Wire density map:
Scale: 3 px per µm. 20 x 20 tiles, from dark purple (low) to yellow (high), scaled to the fullest tile. Values are wire area over tile area, all layers added.
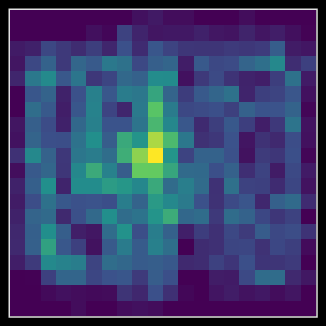
Signal wires by layer:
Scale: 4 px per µm. Only two layers are drawn.
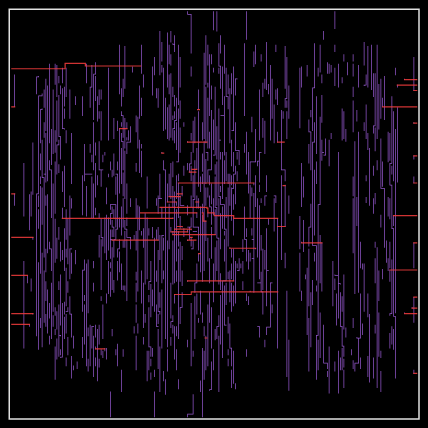
Logic cells by family:
Scale: 4 px per µm.
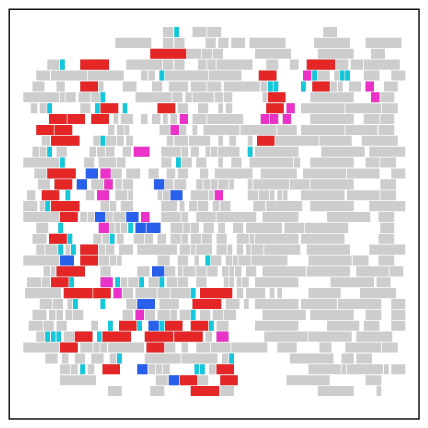
Cell outlines without signal wires:
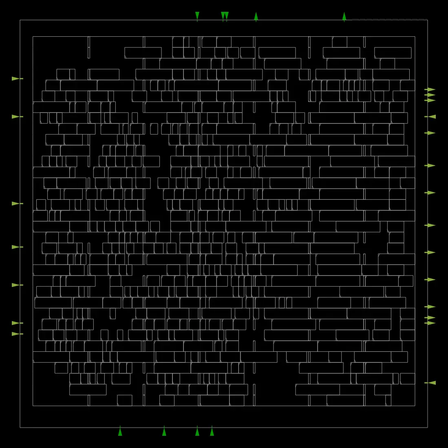
Close-up of the layout:
Region (36, 36) to (66, 66) µm. Cells in gray, sequential cells in the stronger gray; small squares are vias.
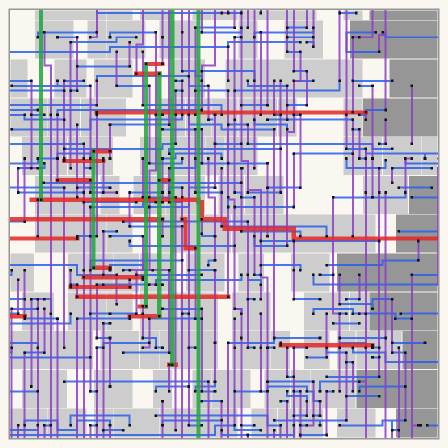
`config.mk`:
```
export PLATFORM = sky130hd
export DESIGN_NAME = fir_decimator
export DESIGN_NICKNAME = d
export VERILOG_FILES = /design/src/rtl/fir_pkg.sv /design/src/rtl/fir_sync_fifo.sv /design/src/rtl/fir_decimator.sv
export SDC_FILE = /design/constraint.sdc
export NUM_CORES = 1
export LEC_CHECK = 0
export CAP_MARGIN = 30
export CORE_MARGIN = 3
export CORE_UTILIZATION = 54
export CTS_CLUSTER_DIAMETER = 60
export CTS_CLUSTER_SIZE = 12
export DETAILED_ROUTE_END_ITERATION = 12
export GPL_ROUTABILITY_DRIVEN = 0
export PLACE_DENSITY = 0.76
export RECOVER_POWER = 50
export SKIP_CTS_REPAIR_TIMING = 1
export SLEW_MARGIN = 20
export SYNTH_ARGS = -nofsm -noshare
export SYNTH_HDL_FRONTEND = slang
export SYNTH_SLANG_ARGS = --single-unit
```
`constraint.sdc`:
```
create_clock -name clk -period 4.03 [get_ports clk]
set_clock_uncertainty 0.2 [all_clocks]
set_input_delay 0.6045 -clock clk [delete_from_list [all_inputs] [get_ports clk]]
set_output_delay 0.6045 -clock clk [all_outputs]
set_load 0.02 [all_outputs]
```
`src/rtl/fir_pkg.sv`:
```
// rtl/fir_pkg.sv - shared FIR/decimator width defaults and helpers
//
// Purpose: default sample widths, requantisation shift, output FIFO depth
//          and the accumulator width shared by the FIR filter and decimator.
// Ports:   none (package).
package fir_pkg;

  localparam int DIN_W       = 10;  // signed FIR-output sample width
  localparam int DOUT_W      = 8;   // signed decimated sample width
  localparam int SHIFT       = 2;   // post-average requantisation shift (>= 1)
  localparam int FIFO_DEPTH  = 4;   // output FIFO entries, power of two (>= 2)
  localparam int MAX_DEC_SEL = 3;   // largest decimation exponent (N = 8)
  localparam int CNT_W       = 3;   // sample counter width, holds 0..7
  localparam int ACC_W       = DIN_W + MAX_DEC_SEL;

  // Counter value at which a frame of 2^sel samples closes.
  function automatic logic [CNT_W-1:0] frame_last(input logic [1:0] sel);
    return CNT_W'((1 << sel) - 1);
  endfunction

endpackage

```
`src/rtl/fir_sync_fifo.sv`:
```
// rtl/fir_sync_fifo.sv - show-ahead synchronous FIFO for decimated samples
//
// Purpose: stores decimated results; the oldest entry is always visible on
//          head. A push into a full FIFO succeeds only when a pop happens in
//          the same cycle. Pops while empty are ignored and head keeps the
//          last value that was popped.
// Ports:
//   clk, rst   clock, asynchronous active-low reset
//   push       write push_data this cycle
//   push_data  entry to store
//   pop        consumer takes head this cycle (ignored when empty)
//   head       oldest entry (last popped value while empty)
//   level      occupancy 0..DEPTH
//   full       level == DEPTH
//   empty      level == 0
module fir_sync_fifo #(
  parameter int W     = 8,
  parameter int DEPTH = 4
) (
  input  logic                     clk,
  input  logic                     rst,
  input  logic                     push,
  input  logic [W-1:0]             push_data,
  input  logic                     pop,
  output logic [W-1:0]             head,
  output logic [$clog2(DEPTH):0]   level,
  output logic                     full,
  output logic                     empty
);

  localparam int AW = $clog2(DEPTH);
  localparam int LW = AW + 1;

  logic [W-1:0]  mem [DEPTH];
  logic [AW-1:0] wr_ptr;
  logic [AW-1:0] rd_ptr;
  logic [LW-1:0] count;
  logic [W-1:0]  last_q;
  logic          do_pop;
  logic          do_push;

  assign full    = (count == LW'(DEPTH));
  assign empty   = (count == '0);
  assign do_pop  = pop && !empty;
  // A full FIFO still accepts a push when the head leaves in the same cycle.
  assign do_push = push && (!full || do_pop);

  assign level = count;
  assign head  = empty ? last_q : mem[rd_ptr];

  always_ff @(posedge clk) begin
    if (do_push) begin
      mem[wr_ptr] <= push_data;
    end
  end

  always_ff @(posedge clk or negedge rst) begin
    if (!rst) begin
      wr_ptr <= '0;
      rd_ptr <= '0;
      count  <= '0;
      last_q <= '0;
    end else begin
      if (do_push) begin
        wr_ptr <= wr_ptr + AW'(1);
      end
      if (do_pop) begin
        rd_ptr <= rd_ptr + AW'(1);
        last_q <= mem[rd_ptr];
      end
      case ({do_push, do_pop})
        2'b10:   count <= count + LW'(1);
        2'b01:   count <= count - LW'(1);
        default: count <= count;
      endcase
    end
  end

endmodule

```
`src/rtl/fir_decimator.sv`:
```
// rtl/fir_decimator.sv - averaging decimator with requantisation and output FIFO
//
// Purpose: averages frames of N = 2^dec_sel accepted FIR samples, rounds
//          half-up with an arithmetic shift of dec_sel+SHIFT, saturates to
//          DOUT_W bits, registers the result one stage and buffers it in a
//          show-ahead FIFO. The result of a frame becomes visible on dout two
//          cycles after its closing sample is presented.
// Ports:
//   clk         clock, rising edge
//   rst         asynchronous active-low reset
//   din         signed input sample
//   din_valid   din qualifier, one sample per cycle
//   dec_sel     decimation exponent, N = 2^dec_sel
//   dout        signed decimated sample (FIFO head)
//   dout_valid  FIFO non-empty
//   dout_ready  consumer accept
//   overflow    sticky: a result was saturated
//   drop        one-cycle pulse: a result was lost to a full FIFO
//   fifo_level  FIFO occupancy
module fir_decimator #(
  parameter int DIN_W      = fir_pkg::DIN_W,
  parameter int DOUT_W     = fir_pkg::DOUT_W,
  parameter int SHIFT      = fir_pkg::SHIFT,
  parameter int FIFO_DEPTH = fir_pkg::FIFO_DEPTH
) (
  input  logic                          clk,
  input  logic                          rst,
  input  logic signed [DIN_W-1:0]       din,
  input  logic                          din_valid,
  input  logic [1:0]                    dec_sel,
  output logic signed [DOUT_W-1:0]      dout,
  output logic                          dout_valid,
  input  logic                          dout_ready,
  output logic                          overflow,
  output logic                          drop,
  output logic [$clog2(FIFO_DEPTH):0]   fifo_level
);

  import fir_pkg::*;

  localparam int ACC_BITS = DIN_W + MAX_DEC_SEL;
  // One extra bit so adding the rounding constant to a full-scale sum cannot wrap.
  localparam int SUM_W    = ACC_BITS + 1;
  localparam logic signed [SUM_W-1:0] OUT_MAX = SUM_W'((1 <<< (DOUT_W - 1)) - 1);
  localparam logic signed [SUM_W-1:0] OUT_MIN = SUM_W'(-(1 <<< (DOUT_W - 1)));

  logic signed [ACC_BITS-1:0] acc;
  logic [CNT_W-1:0]           cnt;
  logic [1:0]                 sel_q;
  logic [DOUT_W-1:0]          res_q;
  logic                       res_vld;

  logic [1:0]                 sel_eff;
  logic                       frame_end;
  logic signed [ACC_BITS-1:0] din_ext;
  logic signed [SUM_W-1:0]    sum;
  logic signed [SUM_W-1:0]    bias;
  logic signed [SUM_W-1:0]    rounded;
  logic signed [SUM_W-1:0]    shifted;
  logic                       sat_hi;
  logic                       sat_lo;
  logic [DOUT_W-1:0]          result;
  logic                       fifo_full;
  logic                       fifo_empty;
  int                         shamt;

  // The first sample of a frame uses the live dec_sel (it is being latched on
  // that same edge); later samples use the latched copy so a mid-frame change
  // only affects the next frame.
  assign sel_eff   = (cnt == '0) ? dec_sel : sel_q;
  assign frame_end = (cnt == frame_last(sel_eff));
  assign din_ext   = {{(ACC_BITS - DIN_W){din[DIN_W-1]}}, din};

  always_comb begin
    shamt   = int'(sel_eff) + SHIFT;
    sum     = {acc[ACC_BITS-1], acc} + {din_ext[ACC_BITS-1], din_ext};
    bias    = SUM_W'(1) <<< (shamt - 1);
    rounded = sum + bias;
    shifted = rounded >>> shamt;
    sat_hi  = (shifted > OUT_MAX);
    sat_lo  = (shifted < OUT_MIN);
    result  = shifted[DOUT_W-1:0];
    if (sat_hi) begin
      result = OUT_MAX[DOUT_W-1:0];
    end else if (sat_lo) begin
      result = OUT_MIN[DOUT_W-1:0];
    end
  end

  always_ff @(posedge clk or negedge rst) begin
    if (!rst) begin
      acc      <= '0;
      cnt      <= '0;
      sel_q    <= '0;
      res_q    <= '0;
      res_vld  <= 1'b0;
      overflow <= 1'b0;
      drop     <= 1'b0;
    end else begin
      res_vld <= 1'b0;
      // The pipeline result is lost only if the FIFO is full and nothing leaves.
      drop    <= res_vld && fifo_full && !(dout_valid && dout_ready);
      if (din_valid) begin
        if (cnt == '0) begin
          sel_q <= dec_sel;
        end
        if (frame_end) begin
          acc     <= '0;
          cnt     <= '0;
          res_q   <= result;
          res_vld <= 1'b1;
          if (sat_hi || sat_lo) begin
            overflow <= 1'b1;
          end
        end else begin
          acc <= acc + din_ext;
          cnt <= cnt + CNT_W'(1);
        end
      end
    end
  end

  fir_sync_fifo #(
    .W     (DOUT_W),
    .DEPTH (FIFO_DEPTH)
  ) u_fifo (
    .clk       (clk),
    .rst       (rst),
    .push      (res_vld),
    .push_data (res_q),
    .pop       (dout_ready),
    .head      (dout),
    .level     (fifo_level),
    .full      (fifo_full),
    .empty     (fifo_empty)
  );

  assign dout_valid = !fifo_empty;

endmodule

```
==> job_summary.md <==
### Yosys + OpenROAD results

| Metric | Value |
|---|---|
| Number of buffer cells added on primary ports | 29 |
| Gate power share | 66.8% |
| Met3 Use GR | 3.28% |
| Most flops, register | u_fifo.mem |
| Iteration-0 DRC count of the detailed router | 128 |
| Cell-internal power | 3.30 mW |
| Comb group | 3.91 mW |
| Clock tree from TritonCTS | done |
| Repair and plain buffers | 84 |
| Crit start category | register |
| IR drop worst, VDD | 0.000499 V |
| Cells along the critical path | inv_2, ha_4, nor2b_4, buf_6, mux2_4, nor2_4, inv_2, fa_1, nand2b_4, fa_2, nor2b_4, o2111a_2, nor3_2, a2111oi_4, o22ai_2, o311ai_4, o311ai_1 |
| Met1 wire length | 4290 µm |
| Num CTS Buffers | 9 |
| Layout cell share with drive strength beyond 1 | 22.1% |
| Logic family by area | AND-OR/OR-AND gates |
| Proportion of synthesized flip-flops having asynchronous set or reset | 57.9% |
| Syn-to-layout area delta | 21.0% |
| Total iterations of the first detailed-routing run | 4 |
| Clock-cell share of area | 3.53% |
| Highest attainable clock frequency | 0.235 GHz |
| Yosys cell types | 65 |
| Final setup fails | 8 |
| Final ANT Viol Nets | 0 |
| End of the critical path | res_q[3] |
| Final standard cell utilization of the core | 68.1% |
| Number of max-slew violations in the final report | 32 |
| Relative slew slack | -12.2% |
| Residual overflow from global routing | 0 |
| Number of antenna violations at the first check in global routing | 0 |
| Worst-case reg-to-reg path depth | 17 |
| Worst hold path stage count | 1 |
| Net switching power | 2.54 mW |
| Multiplexer share | 9.16% |
| Xor and xnor area share after synthesis | 3.87% |
| Launching element of the worst setup path | cnt[0] |
| Kind of path behind the tightest hold check | reg -> reg |
| Busiest grt layer | met2 |
| Tool Warnings | 39 |
| Top routing layer in use | met4 |
| RSZ-0062 raised after global routing | true |
| Crit path depth | 17 |
| Pin count of the biggest net entering global routing | 32 |
| Top cell area share | 22.1% |
| Switching part of the total | 43.4% |
| Fraction of power consumed by sequential logic | 22.7% |
| Root Buffer Master | clkbuf_8 |
| Width of the chip | 102 µm |
| Maximum level of the CTS H-tree | 3 |
| Worst stage delay on the critical path | 0.46 ns |
| Wire length of the first global-routing pass | 17400 µm |
| Storage cell area | 2060 µm² |
| Finished layout cell area | 6030 µm² |
| Slack of the worst reg-to-reg path | -0.23 ns |
| Post-synthesis sequential area ratio | 41.4% |
| Comb gates | 318 |
| Cells taking the most area after synthesis | dfrtp_1 (22%), edfxtp_1 (19%), ha_1 (8.0%) |
| Routed met2 length | 5420 µm |
| Status | finished with violations |
| Setup slack of the critical path after layout | -0.234 ns |
| Mean cell area of the mapped netlist | 11.0 µm² |
| Violated checks | max-capacitance violations, max-slew violations, negative setup slack |
| Largest registers in the final layout | u_fifo.mem x32, acc x13 |
| Maximum capacitance violations | 1 |
| Cell taking the most area after synthesis | dfrtp_1 |
| Number of enable flip-flop cells | 32 |
| Combined area of the multi-input logic cells | 2740 µm² |
| Capturing point of the worst reg2reg path | res_q[3] |
| Sequential power | 1.33 mW |
| Clock transition at path regs | 0.09 ns |
| Final Hold Violating Endpoints | 0 |
| Start point of the worst hold path | u_fifo.level[2] |
| Combined buffer and inverter count along the critical path | 3 |
| # rows | 34 |
-- 'wire density map' (at the start) --
emptiest ninth of the die = lower right
fullest tile = 0.69
mean over tiles = 0.15
tiles over half the peak = 5.8%
densest ninth of the die = center
nearly empty tiles = 14%
total routing resource utilization after global routing: 21.1%
total vias in the final route: 3703
WL final: 10200 µm
average routed wire per standard cell: 15.7 µm

-- 'signal wires by layer' (at the start) --
red -> metal 3  # wire length 294 µm
purple -> metal 2  # wire length 5420 µm

-- 'logic cells by family' (at the start) --
red -> fa/ha/maj cells  # cells 45
magenta -> and/or cells  # cells 20
cyan -> inv cells  # cells 48
blue -> non-inverting ao/oa cells  # cells 14
most instantiated logic cell after routing: buf_4
Post-Layout Cell Count: 650
multi-input logic portion of the cell area: 45.5%

-- 'cell outlines without signal wires' (at the start) --
Core Region: 8850 µm²
Filler Cells Inserted: 687
flop count: 76
fraction of area in registers: 34.2%

-- 'close-up of the layout' (at the start) --
purple -> metal 2
green -> metal 4
blue -> metal 1
red -> metal 3
most frequent = buf_4 (15), nand2_1 (11), o21ai_0 (6)
cells with their middle in the window = 84
sequential cells in the window = 4
netlist names of flops here include = res_q (3), u_fifo.mem (1)

Power and IR drop assume default switching activity.
